$ cat src/rtl/cla_pkg.sv
`default_nettype none
// ============================================================================
// Module      : cla_pkg
// Description : Shared types and constants for the carry-lookahead datapath.
// Revision    : 1.0 - initial release
// ============================================================================
package cla_pkg;

    localparam int CLA_WIDTH = 16;
    localparam int CLA_SLICE = 4;

    typedef logic [CLA_WIDTH-1:0] cla_word_t;
    typedef logic [CLA_SLICE-1:0] cla_nib_t;

    typedef struct packed {
        logic bout;
        logic zero;
        logic neg;
        logic ovf;
    } cla_flags_t;

    // Bit offset of stage k's pending-subtrahend field inside the packed skew store;
    // stage k keeps width - slice*(k+1) bits, so offsets are a triangular sum.
    function automatic int cla_b_off(input int k, input int stages, input int slice);
        return slice * (k * stages - (k * (k + 1)) / 2);
    endfunction

endpackage
`default_nettype wire

$ cat src/rtl/cla_sub_slice_4.sv
`default_nettype none
// ============================================================================
// Module      : cla_sub_slice_4
// Description : Combinational 4-bit lookahead over (a, ~b, cin) with group P/G.
// Revision    : 1.0 - initial release
// ============================================================================
module cla_sub_slice_4
    import cla_pkg::*;
(
    input  cla_nib_t a_i,
    input  cla_nib_t b_i,
    input  logic     cin_i,
    output cla_nib_t sum_o,
    output logic     cout_o,
    output logic     c3_o,
    output logic     p_o,
    output logic     g_o
);

    cla_nib_t w_bn;
    cla_nib_t w_p;
    cla_nib_t w_g;
    logic     w_c1;
    logic     w_c2;
    logic     w_c3;

    assign w_bn = ~b_i;
    assign w_p  = a_i ^ w_bn;
    assign w_g  = a_i & w_bn;

    assign w_c1 = w_g[0] | (w_p[0] & cin_i);
    assign w_c2 = w_g[1] | (w_p[1] & w_g[0]) | (w_p[1] & w_p[0] & cin_i);
    assign w_c3 = w_g[2] | (w_p[2] & w_g[1]) | (w_p[2] & w_p[1] & w_g[0])
                | (w_p[2] & w_p[1] & w_p[0] & cin_i);

    assign p_o = &w_p;
    assign g_o = w_g[3] | (w_p[3] & w_g[2]) | (w_p[3] & w_p[2] & w_g[1])
               | (w_p[3] & w_p[2] & w_p[1] & w_g[0]);

    assign sum_o  = w_p ^ {w_c3, w_c2, w_c1, cin_i};
    assign cout_o = g_o | (p_o & cin_i);
    assign c3_o   = w_c3;

endmodule
`default_nettype wire

$ cat src/rtl/cla_sub_16_pipe.sv
`default_nettype none
// ============================================================================
// Module      : cla_sub_16_pipe
// Description : Valid/ready pipelined subtractor D = A - B - Bin, one nibble per stage.
// Revision    : 1.0 - initial release
// ============================================================================
module cla_sub_16_pipe
    import cla_pkg::*;
#(
    parameter int WIDTH = CLA_WIDTH,
    parameter int SLICE = CLA_SLICE
) (
    input  logic             clk,
    input  logic             rst,
    input  logic             in_valid,
    output logic             in_ready,
    input  logic [WIDTH-1:0] in_a,
    input  logic [WIDTH-1:0] in_b,
    input  logic             in_bin,
    output logic             out_valid,
    input  logic             out_ready,
    output logic [WIDTH-1:0] out_d,
    output logic             out_bout,
    output logic             out_zero,
    output logic             out_neg,
    output logic             out_ovf
);

    localparam int STAGES = WIDTH / SLICE;
    localparam int BW     = SLICE * STAGES * (STAGES - 1) / 2;

    // The A/D word rotates right one nibble per stage, so the next unprocessed
    // minuend nibble is always at the bottom and D is complete after the last stage.
    logic [STAGES-1:0] v_q;
    logic [WIDTH-1:0]  word_q [STAGES];
    logic [STAGES-2:0] c_q;
    logic [BW-1:0]     b_q;
    cla_flags_t        flags_q;

    logic [STAGES:0]   w_en;
    logic [STAGES-1:0] w_pv;
    logic [STAGES-1:0] w_ld;
    logic [STAGES-1:0] w_cin;
    logic [STAGES-1:0] w_cout;
    logic [STAGES-1:0] w_c3;
    logic [STAGES-1:0] w_p;
    logic [STAGES-1:0] w_g;
    logic [WIDTH-1:0]  w_word_d [STAGES];
    logic [BW-1:0]     w_b_d;
    logic [BW-1:0]     w_bmask;
    cla_flags_t        w_flags_d;
    logic              w_unused;

    for (genvar k = 0; k < STAGES; k++) begin : g_stage
        localparam int REM_IN = WIDTH - SLICE * k;

        logic [WIDTH-1:0]  w_src;
        logic [REM_IN-1:0] w_bsrc;
        cla_nib_t          w_sum;

        if (k == 0) begin : g_first
            assign w_src    = in_a;
            assign w_bsrc   = in_b;
            assign w_cin[k] = ~in_bin;
            assign w_pv[k]  = in_valid;
        end else begin : g_next
            localparam int OFF_IN = cla_b_off(k - 1, STAGES, SLICE);
            assign w_src    = word_q[k-1];
            assign w_bsrc   = b_q[OFF_IN +: REM_IN];
            assign w_cin[k] = c_q[k-1];
            assign w_pv[k]  = v_q[k-1];
        end

        cla_sub_slice_4 u_slice (
            .a_i    (w_src[SLICE-1:0]),
            .b_i    (w_bsrc[SLICE-1:0]),
            .cin_i  (w_cin[k]),
            .sum_o  (w_sum),
            .cout_o (w_cout[k]),
            .c3_o   (w_c3[k]),
            .p_o    (w_p[k]),
            .g_o    (w_g[k])
        );

        assign w_word_d[k] = {w_sum, w_src[WIDTH-1:SLICE]};

        if (k < STAGES - 1) begin : g_fwd
            localparam int OFF = cla_b_off(k, STAGES, SLICE);
            assign w_b_d[OFF +: REM_IN-SLICE]   = w_bsrc[REM_IN-1:SLICE];
            assign w_bmask[OFF +: REM_IN-SLICE] = {(REM_IN-SLICE){w_ld[k]}};
        end else begin : g_last
            assign w_flags_d.bout = ~w_cout[k];
            assign w_flags_d.zero = (w_word_d[k] == '0);
            assign w_flags_d.neg  = w_word_d[k][WIDTH-1];
            assign w_flags_d.ovf  = w_c3[k] ^ w_cout[k];
        end
    end

    // Group P/G and the inner carries of non-final slices are not needed here.
    assign w_unused = ^{w_c3[STAGES-2:0], w_p, w_g};

    // A stage may load when empty or when its successor is loading this cycle.
    always_comb begin
        w_en         = '0;
        w_en[STAGES] = out_ready;
        for (int k = STAGES - 1; k >= 0; k--) begin
            w_en[k] = ~v_q[k] | w_en[k+1];
        end
    end

    assign w_ld = w_en[STAGES-1:0] & w_pv;

    always_ff @(posedge clk) begin
        if (rst) begin
            v_q     <= '0;
            c_q     <= '0;
            b_q     <= '0;
            flags_q <= '0;
            for (int k = 0; k < STAGES; k++) begin
                word_q[k] <= '0;
            end
        end else begin
            for (int k = 0; k < STAGES; k++) begin
                if (w_en[k]) begin
                    v_q[k] <= w_pv[k];
                end
                if (w_ld[k]) begin
                    word_q[k] <= w_word_d[k];
                end
            end
            for (int k = 0; k < STAGES - 1; k++) begin
                if (w_ld[k]) begin
                    c_q[k] <= w_cout[k];
                end
            end
            b_q <= (b_q & ~w_bmask) | (w_b_d & w_bmask);
            if (w_ld[STAGES-1]) begin
                flags_q <= w_flags_d;
            end
        end
    end

    assign in_ready  = w_en[0];
    assign out_valid = v_q[STAGES-1];
    assign out_d     = word_q[STAGES-1];
    assign out_bout  = flags_q.bout;
    assign out_zero  = flags_q.zero;
    assign out_neg   = flags_q.neg;
    assign out_ovf   = flags_q.ovf;

endmodule
`default_nettype wire

$ cat config.mk
export PLATFORM = sky130hd
export DESIGN_NAME = cla_sub_16_pipe
export DESIGN_NICKNAME = d
export VERILOG_FILES = /design/src/rtl/cla_pkg.sv /design/src/rtl/cla_sub_slice_4.sv /design/src/rtl/cla_sub_16_pipe.sv
export SDC_FILE = /design/constraint.sdc
export NUM_CORES = 1
export LEC_CHECK = 0
export CAP_MARGIN = 20
export CORE_UTILIZATION = 54
export CTS_CLUSTER_DIAMETER = 100
export DETAILED_ROUTE_END_ITERATION = 8
export PLACE_DENSITY = 0.78
export REMOVE_ABC_BUFFERS = 1
export SKIP_CTS_REPAIR_TIMING = 1
export SYNTH_ARGS = -nofsm -noshare
export SYNTH_HDL_FRONTEND = slang
export SYNTH_SLANG_ARGS = --single-unit
$ cat constraint.sdc
create_clock -name clk -period 2.15 [get_ports clk]
set_input_delay 0.43 -clock clk [delete_from_list [all_inputs] [get_ports clk]]
set_output_delay 0.43 -clock clk [all_outputs]
set_load 0.01 [all_outputs]
Fig. 1: run 1, clock wires, drivers and flops
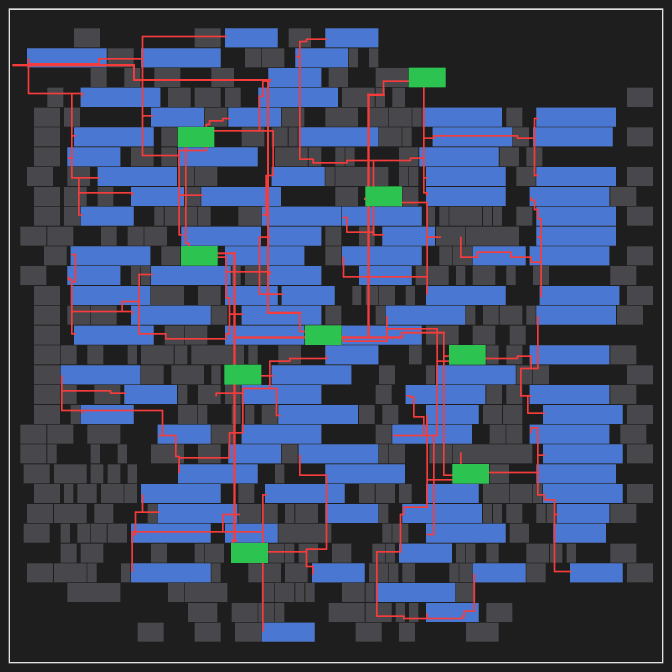
[clock wires] red | length: 1000 um
[flip-flops] blue | count: 99
[cells driving clock nets] green | count: 9
flops lie	spread over the die
routed clock nets	10

Fig. 2: run 1, cells by drive strength
Bar = 20 um.
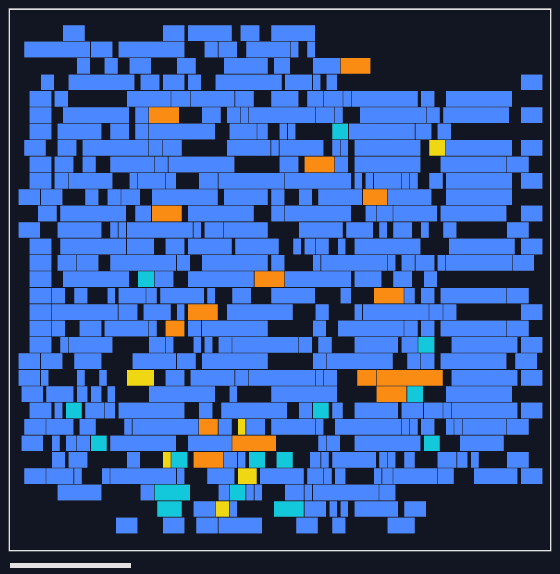
size	colour	cells	share
drive 6 and up	orange	15	3.7%
drive 3 to 4	cyan	15	3.7%
drive 2	yellow	6	1.5%
drive 1 or less	blue	368	91%

Fig. 3: run 1, clock nets
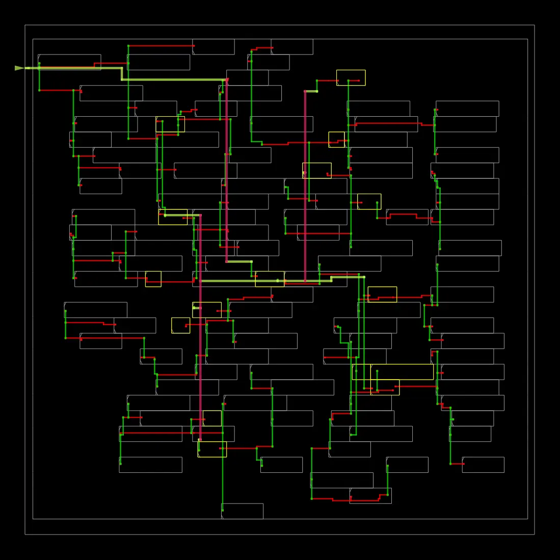
Layout clock buffers: 9
TritonCTS Buffers: 9
Latency at later pin: 0.37 ns
flip-flops: 99
Num Clock Sinks: 99

Fig. 4: run 1, cell classes on the final placement
Bar = 20 um.
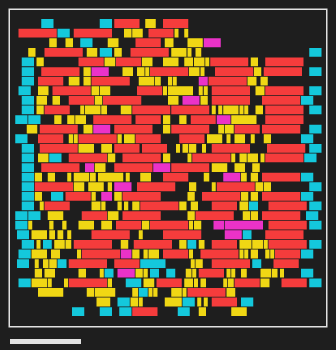
class	colour	cells	share of their area
all other logic	yellow	220	30%
clock drivers and dummy loads	magenta	16	4.1%
flip-flops	red	99	53%
other buffers and delay cells	cyan	69	14%

==> summary.rpt, run 1 <==
STATUS
--------------------------------------------------------------------------
Result of the run                                             finished, final reports clean

CLOCK TREE
--------------------------------------------------------------------------
H-tree levels                                                            3
Clock buffer depth                                                       2
CTS tree                                                               yes

MIN PATH
--------------------------------------------------------------------------
Min-delay worst type                                          register to register
Hold Path Stages                                                         2
Min-delay src                                                      out_neg

POWER
--------------------------------------------------------------------------
Maximum resistive drop on vdd                                   0.000394 V
Switching share of power                                             23.4%
Part of the total power dissipated in the clock network              32.7%
Switching power summed over all nets                              0.880 mW
Share of power burned in registers                                   57.5%
Sequential cell power                                              2.16 mW

PLACED DESIGN
--------------------------------------------------------------------------
Half-perimeter wire length after placement                         4.70 mm
Routability Congestion                                               0.698
Port-buffer cells                                                       58
Placed instance area                                           0.00489 mm2

FLOW RUN
--------------------------------------------------------------------------
Stage-log warning count                                                 25

FINAL LAYOUT
--------------------------------------------------------------------------
Net count of the finished layout                                       456
Fraction of cell area in non-clock buffers                           13.3%
Synth-to-Final Area Change                                           23.4%
Total area of multi-input combinational cells                  0.00136 mm2
Combined flip-flop and latch cell area                         0.00262 mm2
Cell area after layout                                         0.00510 mm2

GLOBAL ROUTING
--------------------------------------------------------------------------
Final global-route overflow total                                        0

FINAL TIMING
--------------------------------------------------------------------------
Setup_tns                                                             0 ns
Worst-Margin Slew                                                 0.701 ns
Setup Viol. Count Final                                                  0
RSZ-0062 raised after global routing                                    no
Fin worst setup slack                                             0.191 ns
Number of failing hold endpoints at the final stage                      0
Post-layout period usage of the worst path                           91.1%
Worst hold-check slack                                            0.463 ns

YOSYS
--------------------------------------------------------------------------
Yosys stat area                                                0.00414 mm2
Number of enable flip-flop cells                                        64
Flip-flop cell with the highest count after synthesis         sky130_fd_sc_hd__edfxtp_1
Number of storage elements in the synthesis netlist                     99
Ys Warns                                                                 0
Yosys top cell by instances                                   sky130_fd_sc_hd__edfxtp_1
Mux area share                                                      0.242%

WORST SETUP PATH
--------------------------------------------------------------------------
Crit-path leading delay family                                AND-OR/OR-AND gates
Number of buffer and inverter stages on the critical path                1
Cells along the critical path                                 inv_1 -> ha_1 -> a211oi_1 -> nor2_1 -> a21oi_1 -> xor2_1 -> nor2_1
Largest stage delay on the critical path                           0.37 ns
Data arrival time of the critical path                             2.08 ns
Worst-case register-to-register setup slack                        0.19 ns
Kind of end point of the critical path                            register
Cell with the biggest individual delay on the critical path   sky130_fd_sc_hd__dfxtp_1
Most numerous cell on the critical path                       sky130_fd_sc_hd__nor2_1
R2R Path End                                                  word_q[3][15]

DIE
--------------------------------------------------------------------------
Die X                                                              89.5 um
Std cell rows                                                           31
Inserted tap cell count                                                 99
Number of top-level design ports                                        59

ROUTE
--------------------------------------------------------------------------
Routed wl met2                                                     3.27 mm
Initial detailed-routing violation count                               100
Average routed wire per standard cell                              12.4 um
Routed vias                                                           2530
Count of unresolved DRC violations after routing                         0
Ratio of routed vias to standard cells                                5.03

Fig. 5: run 1, pin map
Pins as bars across the die edge, other pins in grey.
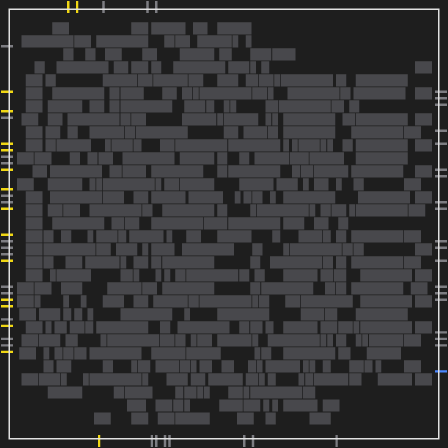

==> run 2, diff against run 1 <==
--- a/config.mk
+++ b/config.mk
@@ -5,11 +5,11 @@
 export SDC_FILE = /design/constraint.sdc
 export NUM_CORES = 1
 export LEC_CHECK = 0
-export CAP_MARGIN = 20
+export CAP_MARGIN = 10
 export CORE_UTILIZATION = 54
 export CTS_CLUSTER_DIAMETER = 100
 export DETAILED_ROUTE_END_ITERATION = 8
-export PLACE_DENSITY = 0.78
+export PLACE_DENSITY = 0.9
 export REMOVE_ABC_BUFFERS = 1
 export SKIP_CTS_REPAIR_TIMING = 1
 export SYNTH_ARGS = -nofsm -noshare
Fig. 6: run 2, pin map
Pins as bars across the die edge, other pins in grey.
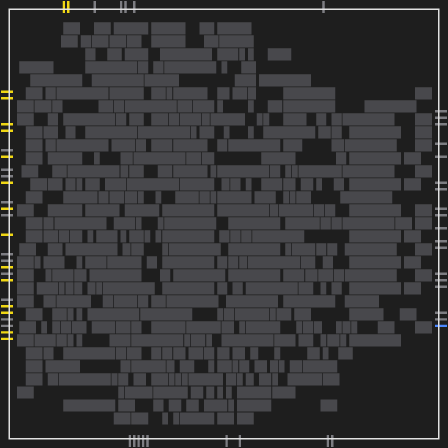
port	colour	pins	direction	edge
in_a	yellow	16	input	14 left, 2 top
out_neg	blue	1	output	right

==> summary.rpt, run 2 <==
WORST SETUP PATH
--------------------------------------------------------------------------
Cells along the critical path                                 clkdlybuf4s50_1 -> and4b_4 -> nand2_2 -> dlymetal6s2s_1
Data arrival time of the critical path                             1.53 ns   -0.55 ns
Crit-path leading delay family                                buffers and inverters
Cell with the biggest individual delay on the critical path   sky130_fd_sc_hd__clkdlybuf4s50_1
Category of the worst setup path launch point                   input port
Worst-case register-to-register setup slack                        0.26 ns   +0.07 ns
Number of buffer and inverter stages on the critical path                2   +1
Largest stage delay on the critical path                           0.46 ns   +0.09 ns
R2R Path End                                                  word_q[3][15]
Kind of end point of the critical path                        primary output

FINAL TIMING
--------------------------------------------------------------------------
RSZ-0062 raised after global routing                                    no
Setup_tns                                                             0 ns   unchanged
Number of failing hold endpoints at the final stage                      0   unchanged
Worst-Margin Slew                                                 0.782 ns   +0.0812 ns
Post-layout period usage of the worst path                           91.0%   -0.15 points
Fin worst setup slack                                             0.194 ns   +0.00316 ns
Worst hold-check slack                                            0.466 ns   +0.00254 ns
Number of max-slew violations in the final report                        0
Setup Viol. Count Final                                                  0   unchanged

YOSYS
--------------------------------------------------------------------------
Ys Warns                                                                 0   unchanged
Synthesized cell area                                          0.00414 mm2
Yosys stat area                                                0.00414 mm2   unchanged
Mux area share                                                      0.242%   unchanged
Leading post-synthesis cells by cell area                     sky130_fd_sc_hd__edfxtp_1 46%, sky130_fd_sc_hd__dfxtp_1 17%, sky130_fd_sc_hd__and2_1 7.1%
Number of storage elements in the synthesis netlist                     99   unchanged
Unique cell types                                                       41
Yosys top cell by instances                                   sky130_fd_sc_hd__edfxtp_1
Flip-flop cell with the highest count after synthesis         sky130_fd_sc_hd__edfxtp_1
Compound Share, Synth                                                9.11%
Number of enable flip-flop cells                                        64   unchanged

FINAL LAYOUT
--------------------------------------------------------------------------
Net count of the finished layout                                       458   +0.44%
Fraction of cell area in non-clock buffers                           13.4%   +0.062 points
Cell type taking the most area                                sequential cells
Synth-to-Final Area Change                                           23.2%   about the same
Combined flip-flop and latch cell area                         0.00262 mm2   unchanged
Cell area after layout                                         0.00510 mm2   about the same
Total area of multi-input combinational cells                  0.00136 mm2   about the same
Flip-flops                                                              99   unchanged
Fraction of area in multi-input gates                                26.6%
Layout clock buffers                                                    10   +1

MIN PATH
--------------------------------------------------------------------------
Min-delay worst type                                          register to register
Worst hold path endpoint                                           out_neg
Hold Path Stages                                                         2   unchanged
Min-delay src                                                      out_neg

DIE
--------------------------------------------------------------------------
Die height                                                         89.5 um
Number of top-level design ports                                        59   unchanged
Die X                                                              89.5 um   unchanged
Area of the die                                                0.00801 mm2
Std cell rows                                                           31   unchanged
Inserted tap cell count                                                 99   unchanged

CLOCK TREE
--------------------------------------------------------------------------
Num Clock Sinks                                                         99   unchanged
CTS tree                                                               yes
Root cell of the clock tree                                   sky130_fd_sc_hd__clkbuf_8
Latency at later pin                                               0.37 ns   about the same
H-tree levels                                                            3   unchanged
Clock buffer depth                                                       2   unchanged
TritonCTS Buffers                                                        9   unchanged

POWER
--------------------------------------------------------------------------
Maximum resistive drop on vdd                                   0.000391 V   -0.71%
Sequential cell power                                              2.16 mW   about the same
Share of power burned in registers                                   58.3%   +0.8 points
Switching share of power                                             23.6%   +0.15 points
Part of the total power dissipated in the clock network              31.7%   -1.0 points
Switching power summed over all nets                              0.874 mW   -0.74%

GLOBAL ROUTING
--------------------------------------------------------------------------
GRT Overall Usage                                                    18.1%
Met2 track demand over resource in global routing                    33.2%
Final global-route overflow total                                        0   unchanged
Vias in the first global route                                        2439

ROUTE
--------------------------------------------------------------------------
Routed vias                                                           2517   -0.51%
Count of unresolved DRC violations after routing                         0   unchanged
Initial detailed-routing violation count                               122   +22%
Routed wl met2                                                     3.32 mm   +1.6%
Ratio of routed vias to standard cells                                4.98   -0.91%

PLACED DESIGN
--------------------------------------------------------------------------
Port-buffer cells                                                       58   unchanged
Placed instance area                                           0.00489 mm2   about the same
Routability Congestion                                               0.787   +13%
Half-perimeter wire length after placement                         4.83 mm   +2.8%

STATUS
--------------------------------------------------------------------------
Result of the run                                             finished, final reports clean

FLOW RUN
--------------------------------------------------------------------------
Stage-log warning count                                                 25   unchanged

Fig. 7: run 2, clock nets
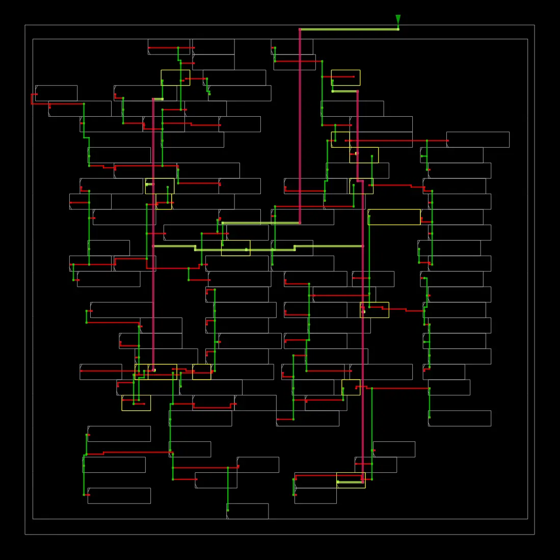

==> run 3, diff against run 2 <==
--- a/config.mk
+++ b/config.mk
@@ -5,8 +5,9 @@
 export SDC_FILE = /design/constraint.sdc
 export NUM_CORES = 1
 export LEC_CHECK = 0
+export ABC_AREA = 1
 export CAP_MARGIN = 10
-export CORE_UTILIZATION = 54
+export CORE_UTILIZATION = 55
 export CTS_CLUSTER_DIAMETER = 100
 export DETAILED_ROUTE_END_ITERATION = 8
 export PLACE_DENSITY = 0.9
@@ -14,4 +15,5 @@
 export SKIP_CTS_REPAIR_TIMING = 1
 export SYNTH_ARGS = -nofsm -noshare
 export SYNTH_HDL_FRONTEND = slang
+export SYNTH_HIERARCHICAL = 1
 export SYNTH_SLANG_ARGS = --single-unit
Fig. 8: run 3, clock nets
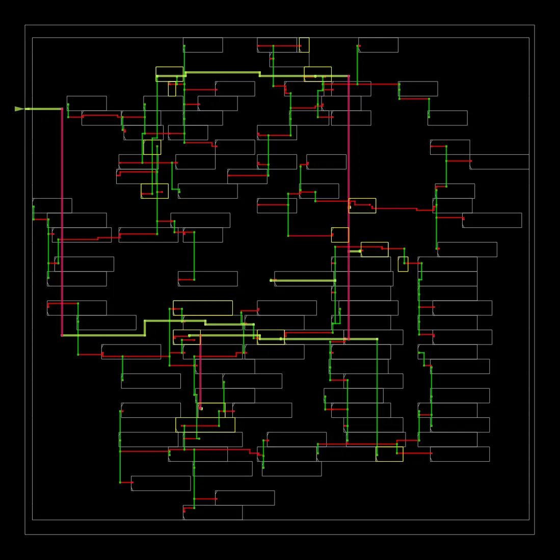
largest clock skew in the final design: 0.00558 ns
Latency at later pin: 0.36 ns
Clk power: 1.27 mW

==> summary.rpt, run 3 <==
WORST SETUP PATH
----------------------------------------------------------------------------
Worst-case register-to-register setup slack                          0.31 ns   +0.05 ns
Data arrival time of the critical path                               1.60 ns   +0.07 ns
Category of the worst setup path launch point                     input port
Largest stage delay on the critical path                             0.49 ns   +0.03 ns
Crit-path leading delay family                                  buffers and inverters
Number of buffer and inverter stages on the critical path                  2   unchanged
R2R Path End                                                        out_zero
Cells along the critical path                                   clkdlybuf4s50_1 -> nor2_4 -> nand4_4 -> clkdlybuf4s50_1
Reg2Reg Launch Point                                            word_q[2][2]
Cell with the biggest individual delay on the critical path     sky130_fd_sc_hd__clkdlybuf4s50_1
Kind of end point of the critical path                          primary output
CP Data Required Time                                                1.72 ns

CLOCK TREE
----------------------------------------------------------------------------
Num Clock Sinks                                                           99   unchanged
H-tree levels                                                              3   unchanged
CTS tree                                                                 yes
Root cell of the clock tree                                     sky130_fd_sc_hd__clkbuf_8
TritonCTS Buffers                                                          9   unchanged
Clock buffer depth                                                         2   unchanged

YOSYS
----------------------------------------------------------------------------
Syn Inst Count                                                           524
Post-synthesis average cell area                                    9.05 um2
Ys Warns                                                                   6   +6
Synthesized cell area                                            0.00474 mm2   +15%

FINAL TIMING
----------------------------------------------------------------------------
Number of failing hold endpoints at the final stage                        0   unchanged
Highest Clock Rate                                                 0.492 GHz
RSZ-0062 raised after global routing                                      no
Post-layout period usage of the worst path                             94.5%   +3.5 points
Number of max-slew violations in the final report                          0   unchanged
Setup Viol. Count Final                                                    0   unchanged
Fin worst setup slack                                               0.118 ns   -0.0760 ns
Worst hold-check slack                                              0.456 ns   -0.00954 ns
Worst-Margin Slew                                                   0.440 ns   -0.342 ns
Setup_tns                                                               0 ns   unchanged

FINAL LAYOUT
----------------------------------------------------------------------------
Combined flip-flop and latch cell area                           0.00262 mm2   unchanged
Total area of multi-input combinational cells                    0.00157 mm2   +16%
Fraction of cell area in non-clock buffers                             12.6%   -0.75 points
Layout clock buffers                                                       9   -1
Fraction of area in multi-input gates                                  27.5%   +0.90 points
Net count of the finished layout                                         647   +41%
Flip-flops                                                                99   unchanged
Cell type taking the most area                                  sequential cells
Synth-to-Final Area Change                                             20.6%
Top library cells by usage in the layout, fill and taps aside   117 x sky130_fd_sc_hd__inv_1, 83 x sky130_fd_sc_hd__nor2_1, 65 x sky130_fd_sc_hd__nand2_1
Number of ordinary inverters in the final layout                         120
Cell area after layout                                           0.00572 mm2   +12%

POWER
----------------------------------------------------------------------------
Share of power burned in registers                                     54.5%   -3.8 points
Part of the total power dissipated in the clock network                32.1%   +0.4 points
Sequential cell power                                                2.16 mW   about the same
Maximum resistive drop on vdd                                     0.000386 V   -1.4%
Switching share of power                                               24.0%   +0.41 points
Power Combinational                                                 0.533 mW
Internal Power                                                       3.02 mW
Switching power summed over all nets                                0.952 mW   +9.0%

GLOBAL ROUTING
----------------------------------------------------------------------------
GRT Overall Usage                                                      19.6%   +1.5 points
Final global-route overflow total                                          0   unchanged
Initial antenna violation count                                            0
Vias in the first global route                                          3211   +32%
Global-route wire length before repair                               13.4 mm
Met2 track demand over resource in global routing                      34.4%   +1.2 points

ROUTE
----------------------------------------------------------------------------
Ratio of routed vias to standard cells                                  4.93   -1.1%
Count of unresolved DRC violations after routing                           0   unchanged
Initial detailed-routing violation count                                  91   -25%
Routed vias                                                             3452   +37%
Wirelength, routed                                                   7.93 mm
Routed wl met2                                                       4.15 mm   +25%

PLACED DESIGN
----------------------------------------------------------------------------
Routability Congestion                                                 0.832   +5.7%
Cells after DPL                                                          684
Half-perimeter wire length after placement                           6.02 mm   +25%
Placed instance area                                             0.00550 mm2   +12%
Port-buffer cells                                                         58   unchanged

DIE
----------------------------------------------------------------------------
Die height                                                           94.8 um   +6.0%
Area of the die                                                  0.00899 mm2   +12%
Number of top-level design ports                                          59   unchanged
Std cell rows                                                             33   +6.5%
Inserted tap cell count                                                  105   +6.1%
Die X                                                                94.8 um   +6.0%

FLOW RUN
----------------------------------------------------------------------------
Stage-log warning count                                                   25   unchanged
Reported max-cap violation count                                           0

MIN PATH
----------------------------------------------------------------------------
Hold Path Stages                                                           2   unchanged
Min-delay worst type                                            register to register

STATUS
----------------------------------------------------------------------------
Result of the run                                               finished, final reports clean

No activity file was given, so power comes from the tool's default toggle rates.
